<file path="config.mk">
export PLATFORM = sky130hd
export DESIGN_NAME = fifo_stream_reader
export DESIGN_NICKNAME = d
export VERILOG_FILES = /design/src/rtl/fifo_stream_reader.sv
export SDC_FILE = /design/constraint.sdc
export NUM_CORES = 1
export LEC_CHECK = 0
export ABC_AREA = 1
export CAP_MARGIN = 20
export CELL_PAD_IN_SITES_DETAIL_PLACEMENT = 1
export CELL_PAD_IN_SITES_GLOBAL_PLACEMENT = 2
export CORE_MARGIN = 4
export CORE_UTILIZATION = 24
export DETAILED_ROUTE_END_ITERATION = 10
export GPL_ROUTABILITY_DRIVEN = 0
export PLACE_DENSITY = 0.8
export SYNTH_ARGS = -nofsm -noshare
export SYNTH_HDL_FRONTEND = slang
export SYNTH_SLANG_ARGS = --single-unit
</file>
<file path="constraint.sdc">
create_clock -name clk -period 3.4 [get_ports clk]
set_input_delay 1.02 -clock clk [delete_from_list [all_inputs] [get_ports clk]]
set_output_delay 1.02 -clock clk [all_outputs]
set_load 0.05 [all_outputs]
</file>
<file path="src/rtl/fifo_stream_reader.sv">
// rtl/fifo_stream_reader.sv - drains a registered-read Fifo into a valid/ready stream via a 2-entry skid buffer
//
// Optional feature macro: FIFO_READER_BURST_EN (burst-gated reads; default build reads whenever data exists)
//
// Ports:
//   clk, rst_b       clock, asynchronous active-low reset
//   fifo_empty       Fifo empty flag
//   fifo_available   Fifo word count (used only by the burst gate)
//   fifo_rd_dat      Fifo read data, valid the cycle after fifo_rd_en
//   fifo_rd_en       Fifo pop strobe (combinational, forced low in reset)
//   out_valid        stream word valid (registered)
//   out_ready        stream consumer accepts
//   out_data         stream word, head of the skid buffer (registered)
//   buf_count        words held in the skid buffer (0..2)
module fifo_stream_reader #(
    parameter int WIDTH        = 8,
    parameter int AVAIL_W      = 5,
    parameter int BURST_MIN    = 4,
    parameter int FLUSH_CYCLES = 15
) (
    input  logic               clk,
    input  logic               rst_b,
    input  logic               fifo_empty,
    input  logic [AVAIL_W-1:0] fifo_available,
    input  logic [WIDTH-1:0]   fifo_rd_dat,
    output logic               fifo_rd_en,
    output logic               out_valid,
    input  logic               out_ready,
    output logic [WIDTH-1:0]   out_data,
    output logic [1:0]         buf_count
);

    logic             inflight;
    logic [WIDTH-1:0] tail_data;
    logic             pop;
    logic             gate;
    logic [2:0]       occ_next;

    assign pop = out_valid & out_ready;

    // Occupancy after this edge, counting the word already requested from the
    // Fifo. Keeping this below 2 before issuing a read guarantees a slot for
    // every captured word, so the buffer can never overflow.
    assign occ_next = {1'b0, buf_count} + {2'b00, inflight} - {2'b00, pop};

    assign fifo_rd_en = rst_b & ~fifo_empty & gate & (occ_next < 3'd2);

`ifdef FIFO_READER_BURST_EN
    typedef enum logic {
        IDLE  = 1'b0,
        DRAIN = 1'b1
    } state_t;

    localparam int CNT_W = (FLUSH_CYCLES < 1) ? 1 : $clog2(FLUSH_CYCLES + 1);

    state_t             state;
    logic [CNT_W-1:0]   wait_cnt;
    logic [31:0]        avail_ext;

    assign avail_ext = {{(32-AVAIL_W){1'b0}}, fifo_available};
    assign gate      = (state == DRAIN);

    always_ff @(posedge clk or negedge rst_b) begin
        if (!rst_b) begin
            state    <= IDLE;
            wait_cnt <= '0;
        end else begin
            case (state)
                IDLE: begin
                    // A partial fill still drains once it has waited long enough.
                    if (avail_ext >= 32'(BURST_MIN) || wait_cnt == CNT_W'(FLUSH_CYCLES)) begin
                        state    <= DRAIN;
                        wait_cnt <= '0;
                    end else if (fifo_empty) begin
                        wait_cnt <= '0;
                    end else if (wait_cnt != CNT_W'(FLUSH_CYCLES)) begin
                        wait_cnt <= wait_cnt + 1'b1;
                    end
                end
                DRAIN: begin
                    wait_cnt <= '0;
                    if (fifo_empty && !fifo_rd_en) begin
                        state <= IDLE;
                    end
                end
                default: begin
                    state    <= IDLE;
                    wait_cnt <= '0;
                end
            endcase
        end
    end
`else
    localparam int UNUSED_CFG = BURST_MIN + FLUSH_CYCLES;
    logic unused_avail;

    assign unused_avail = ^fifo_available;
    assign gate         = 1'b1;
`endif

    // out_data doubles as the head entry; tail_data is the second slot.
    always_ff @(posedge clk or negedge rst_b) begin
        if (!rst_b) begin
            inflight  <= 1'b0;
            buf_count <= 2'd0;
            out_valid <= 1'b0;
            out_data  <= '0;
            tail_data <= '0;
        end else begin
            inflight  <= fifo_rd_en;
            buf_count <= occ_next[1:0];
            out_valid <= (occ_next != 3'd0);
            if (pop) begin
                if (buf_count == 2'd2) begin
                    out_data <= tail_data;
                    if (inflight) begin
                        tail_data <= fifo_rd_dat;
                    end
                end else if (inflight) begin
                    out_data <= fifo_rd_dat;
                end
            end else if (inflight) begin
                if (buf_count == 2'd0) begin
                    out_data <= fifo_rd_dat;
                end else begin
                    tail_data <= fifo_rd_dat;
                end
            end
        end
    end

endmodule

</file>
Figure 1. Signal metal coverage by tile (run 1).
15 x 15 tiles, from black (low) to pale yellow (high), scaled to the fullest tile. Values are wire area over tile area, all layers added.
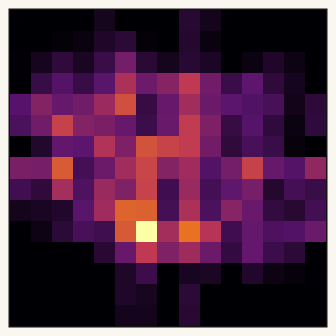
30% of the tiles are nearly empty. The emptiest ninth of the die: lower left. The fullest tile reaches 0.48. 7.6% of the tiles are over half the peak. The densest ninth of the die: centre.
Routed Wire Length: 2815 um
GRT Util Overall: 0.1183
Routed WL per cell: 14.08 um
vias post-DR: 919

Figure 2. Gate families picked out (run 1).
Scale bar: 20 um.
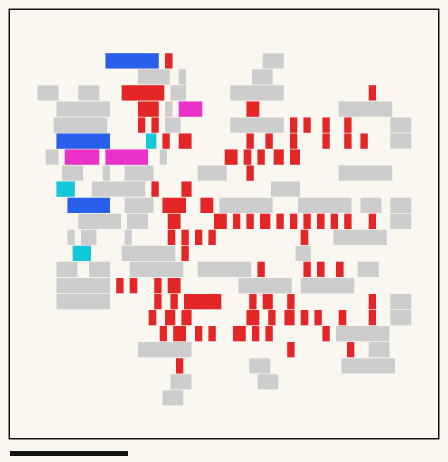
Key: NOR gates = magenta [cells 3]; inverting AOI/OAI gates = cyan [cells 3]; NAND gates = red [cells 83]; adder and majority cells = blue [cells 3]
most frequent logic cell in the layout: nand2_1
final non-filler cell total: 200

Figure 3. Cell placement (run 1).
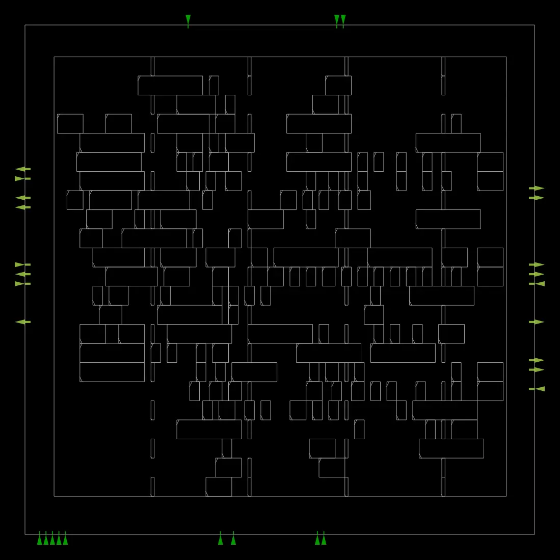
# rows: 23
# Taps: 50

==> impl_metrics.json, run 1 <==
{
  "num_io_pins": 29,
  "skew_ps": 1.103,
  "syn-num-nets": 139,
  "finalWorstSetupSlack_ps": -186.8,
  "min_from": "tail_data[1]$_DFFE_PN0P_",
  "adder_share": 0.04506,
  "holdPathStages": 2,
  "place_hpwl_um": 2147,
  "irDropWorstVdd_uv": 523.2,
  "drtIter0Drc": 28,
  "seq_share": 0.3445,
  "top_cell_area_share": 0.5006,
  "yosys_area_um2": 999.7,
  "r2r_end": "inflight$_DFF_PN0_",
  "path_depth": 9,
  "dp_cells": 195,
  "min_period_ps": 3587,
  "crit_path_end_kind": "output port",
  "ys_types": 19,
  "cp_slowest_cell": "fa_1",
  "numPortBuffers": 23,
  "cpLargestDelayFamily": "adder cells",
  "hold_path.class": "flop to flop",
  "clock-sinks": 20,
  "nNonClkBuffers": 27,
  "fin_crit_sh": 1.055,
  "syn_avg_cell_area_um2": 8.401,
  "clock_buffers": 4,
  "maxPowerGroup": "combinational logic",
  "ys_seq_frac": 0.5006,
  "violations": "negative setup slack",
  "path_cells": "buf_8, nand2_8, ha_4, ha_4, fa_1, a21oi_2, o21ai_2, nor3_4, buf_12",
  "crit_required_ps": 2380,
  "setup_viol": 1,
  "comb_area_um2": 536.8,
  "nNetsFinal": 171,
  "ys_warn_count": 0,
  "async_flop_share": 1.000,
  "ys.flops": 20,
  "p_seq_frac": 0.294,
  "ys_sh_simple": 0.4168,
  "topCellsByArea": "dfrtp_1 (50%), nand2_1 (23%), nand4_1 (5.0%)",
  "layout-drive-gt1-share": 0.1667,
  "status": "complete, but fails checks",
  "dr_wl_met3_um": 175,
  "reg2reg_depth": 8,
  "grt_setup_unrepaired": "yes"
}
==> run 1: stage by stage <==
stage / utilization / worst slack [ps] / setup TNS [ps] / hold WS [ps] / total power (uW)
after detailed placement: 0.3419 / -810.0 / -810.0 / 458.9 / 1279
after CTS: 0.3606 / -173.2 / -173.2 / 478.7 / 1489
after global routing: 0.3606 / -267.1 / -267.1 / 500.1 / 1592
after global placement: 0.3419 / -767.5 / -767.5 / 453.9 / 1246
final: 0.3606 / -186.8 / -186.8 / 475.6 / 1469
after floorplan: - / -268.9 / -268.9 / 442.5 / 1004
==> run 1: what timing repair did <==
action | in CTS | in global routing
hold buffers | 0 | 0
setup endpoints to repair | 1 | 1
buffers inserted | 1 | 0
pin swaps | 3 | 0
resized | 9 | 0
Figure 4. Routed clock nets over the placement (run 1).
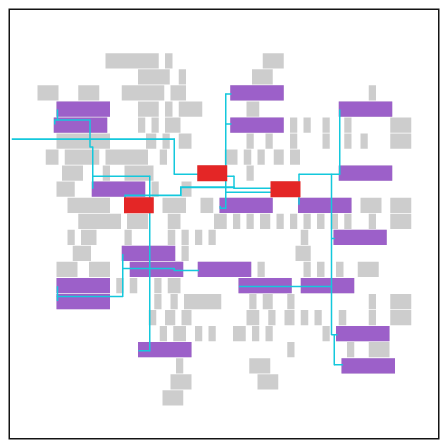

==> run 2, diff against run 1 <==
MAX_ROUTING_LAYER = met4   (was default)
Figure 5. Routed clock nets over the placement (run 2).
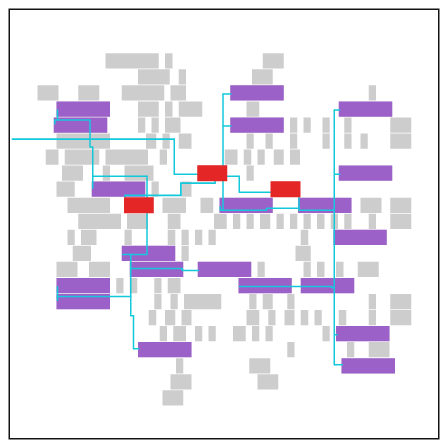
Key: clock drivers = red [count 3]; flip-flops = purple [count 20]; clock wires = cyan [length 272 um]
There are 4 routed clock nets.
Insertion Delay late pin: 260 ps
clock group power: 183 uW
Clock power frac: 0.124
worst clock skew: 2.390 ps

==> impl_metrics.json, run 2 <==
{
  "clock-sinks": 20,
  "setup_viol": 1,
  "grt_setup_unrepaired": "yes",
  "maxPowerGroup": "combinational logic",
  "nNetsFinal": 171,
  "async_flop_share": 1.000,
  "rows": 23,
  "reg2reg_depth": 8,
  "topCellsByArea": "dfrtp_1 (50%), nand2_1 (23%), nand4_1 (5.0%)",
  "yosys_area_um2": 999.7,
  "violations": "negative setup slack",
  "syn_avg_cell_area_um2": 8.401,
  "irDropWorstVdd_uv": 522.2,
  "crit_path_end_kind": "output port",
  "holdPathStages": 2,
  "layout-drive-gt1-share": 0.1667,
  "r2r_end": "inflight$_DFF_PN0_",
  "hold_path.class": "flop to flop",
  "ys_warn_count": 0,
  "numPortBuffers": 23,
  "setup_tns_ps": -189.6,
  "vias": 910,
  "finalWorstSetupSlack_ps": -189.6,
  "syn-num-nets": 139,
  "ys_types": 19,
  "fin_crit_sh": 1.056,
  "drtIter0Drc": 29,
  "dr_wl_met3_um": 118,
  "cpLargestDelayFamily": "adder cells",
  "path_cells": "buf_8, nand2_8, ha_4, ha_4, fa_1, a21oi_2, o21ai_2, nor3_4, buf_12",
  "adder_share": 0.04506,
  "status": "complete, but fails checks",
  "hold_buffers": 0,
  "min_period_ps": 3590
}
Figure 6. Signal metal coverage by tile (run 2).
15 x 15 tiles, from black (low) to pale yellow (high), scaled to the fullest tile. Values are wire area over tile area, all layers added.
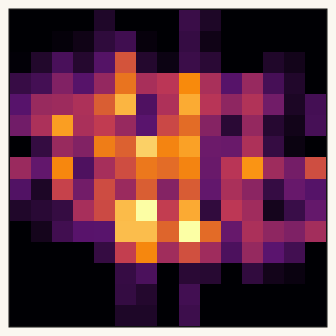
17% of the tiles are over half the peak. The emptiest ninth of the die: lower left. The densest ninth of the die: centre.
Routed WL per cell: 13.98 um
GRT Util Overall: 0.1226

[run 2: through the flow]
stage,power [uW],cells,utilization
floorplan,1004,119,-
global placement,1246,195,0.3419
detailed placement,1279,195,0.3419
CTS,1489,200,0.3606
global route,1594,200,0.3606
finish,1470,200,0.3606
[run 2: cell type report]
type,count,area [um^2]
clock buffers,4,55.05
fillers,485,2576
inverters,6,22.52
multi-input cells,93,536.8
flip-flops and latches,20,500.5
well taps,50,62.56
repair buffers,27,275.3
[run 2: cells by family after synthesis]
kind of cell	Yosys count
AND/OR/NAND/NOR	87
adder cells (fa/ha/maj)	3
buffers and inverters	6
AND-OR/OR-AND	3
flip-flops	20
[run 2: repair_timing]
item,4_1_cts,5_1_grt
resized,9,0
setup endpoints to repair,1,1
pin swaps,3,0
setup buffers,1,0
Figure 7. Cell placement (run 2).
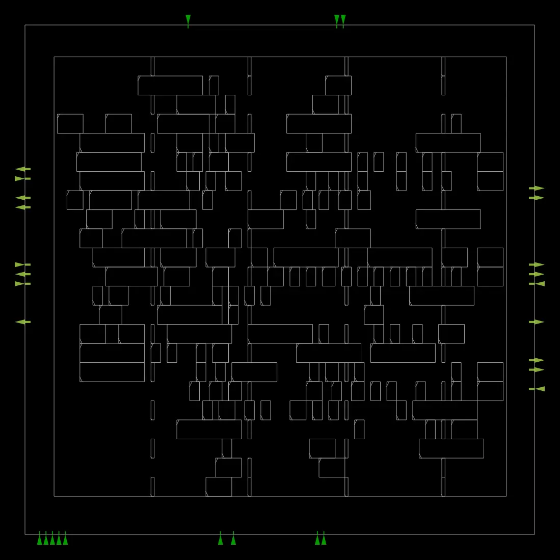

==> run 3, diff against run 2 <==
CORE_UTILIZATION = 26   (was 24)
PLACE_DENSITY = 0.82   (was 0.8)
clock period = 3.6 ns   (was 3.4 ns; I/O delays follow)
Figure 8. Cell placement (run 3).
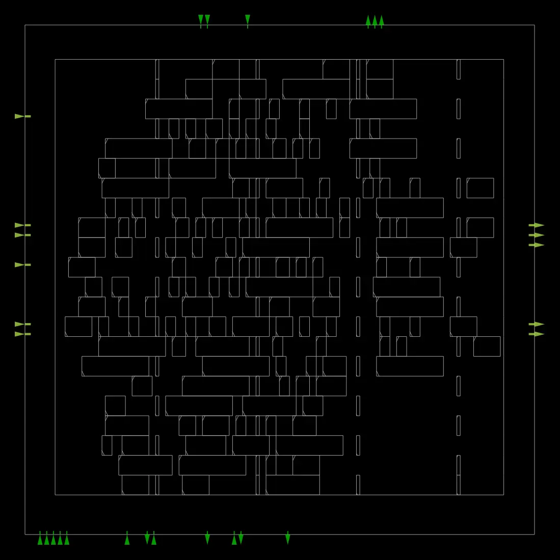
Seq cells: 20
Seq area share: 0.3451
fin util: 0.3931
core area: 3689 um^2

Figure 9. Routed clock nets over the placement (run 3).
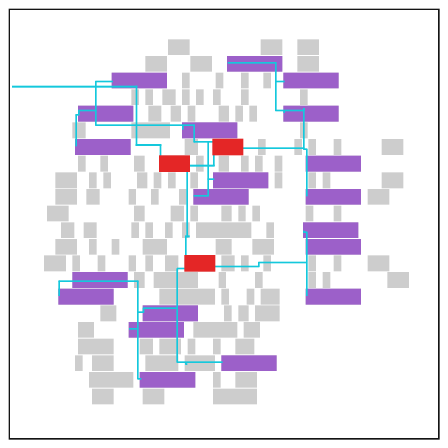
Key: flip-flops = purple [count 20]; clock drivers = red [count 3]; clock wires = cyan [length 267 um]
There are 4 routed clock nets.
worst clock skew: 2.921 ps
clock group power: 171 uW

==> impl_metrics.json, run 3 <==
{
  "r2r_end": "inflight$_DFF_PN0_",
  "reg2reg_depth": 8,
  "post_cts_resized": 9,
  "finalWorstSetupSlack_ps": -123.0,
  "grt_max_degree": 21,
  "syn_avg_cell_area_um2": 8.401,
  "nNetsFinal": 171,
  "holdPathStages": 2,
  "async_flop_share": 1.000,
  "vias": 909,
  "drv_cap": 0,
  "ys.flops": 20,
  "dr_wl_met3_um": 74,
  "layout-drive-gt1-share": 0.1667,
  "power_uw": 1383,
  "power.share.clock": 0.124,
  "diodes": 0,
  "hold_buffers": 0,
  "grt_setup_unrepaired": "yes",
  "maxPowerGroup": "combinational logic",
  "fin_crit_sh": 1.034,
  "status": "complete, but fails checks",
  "adder_share": 0.04506,
  "hold_path.class": "flop to flop",
  "p_int_uw": 702.2,
  "ys_types": 19,
  "drtIter0Drc": 43,
  "numPortBuffers": 23,
  "die_y_um": 70.01,
  "tightest_slew_ps": 500.6,
  "grt_use_total": 0.1140,
  "syn-num-nets": 139,
  "clock-sinks": 20,
  "topCellsByArea": "dfrtp_1 (50%), nand2_1 (23%), nand4_1 (5.0%)",
  "grt-ovfl-total": 0,
  "setup_viol": 1,
  "rows": 22,
  "min_period_ps": 3723,
  "yosys_area_um2": 999.7,
  "wl_per_cell_um": 12.73,
  "post_cts_buffers": 1,
  "violations": "negative setup slack",
  "crit_path_end_kind": "output port",
  "setup_tns_ps": -123.0,
  "clkLatencyLatePin_ps": 260
}
run 3: cell counts after synthesis:
No cell type changed its count.
run 3: worst max-delay path, stage by stage:
cell	delay [ps]
buf_8	100
nand2_8	50
ha_4	200
ha_4	150
fa_1	480
a21oi_2	140
o21ai_2	90
nor3_4	180
buf_12	170
run 3: area by class of cell:
cell class	instances	area [um^2]	area share
clock buffer	4	55.05	0.03796
inverter	6	22.52	0.01553
multi-input combinational	93	536.8	0.3701
sequential	20	500.5	0.3451
tap	48	60.06	0.04142
timing repair buffer	27	275.3	0.1898
run 3: stage by stage:
step | instances | hold WS [ps]
detailed placement | 193 | 465.4
finish | 198 | 481.8
global route | 198 | 513.0
CTS | 198 | 483.7
floorplan | 119 | 442.5
global placement | 193 | 455.5
Power and IR drop assume default switching activity.
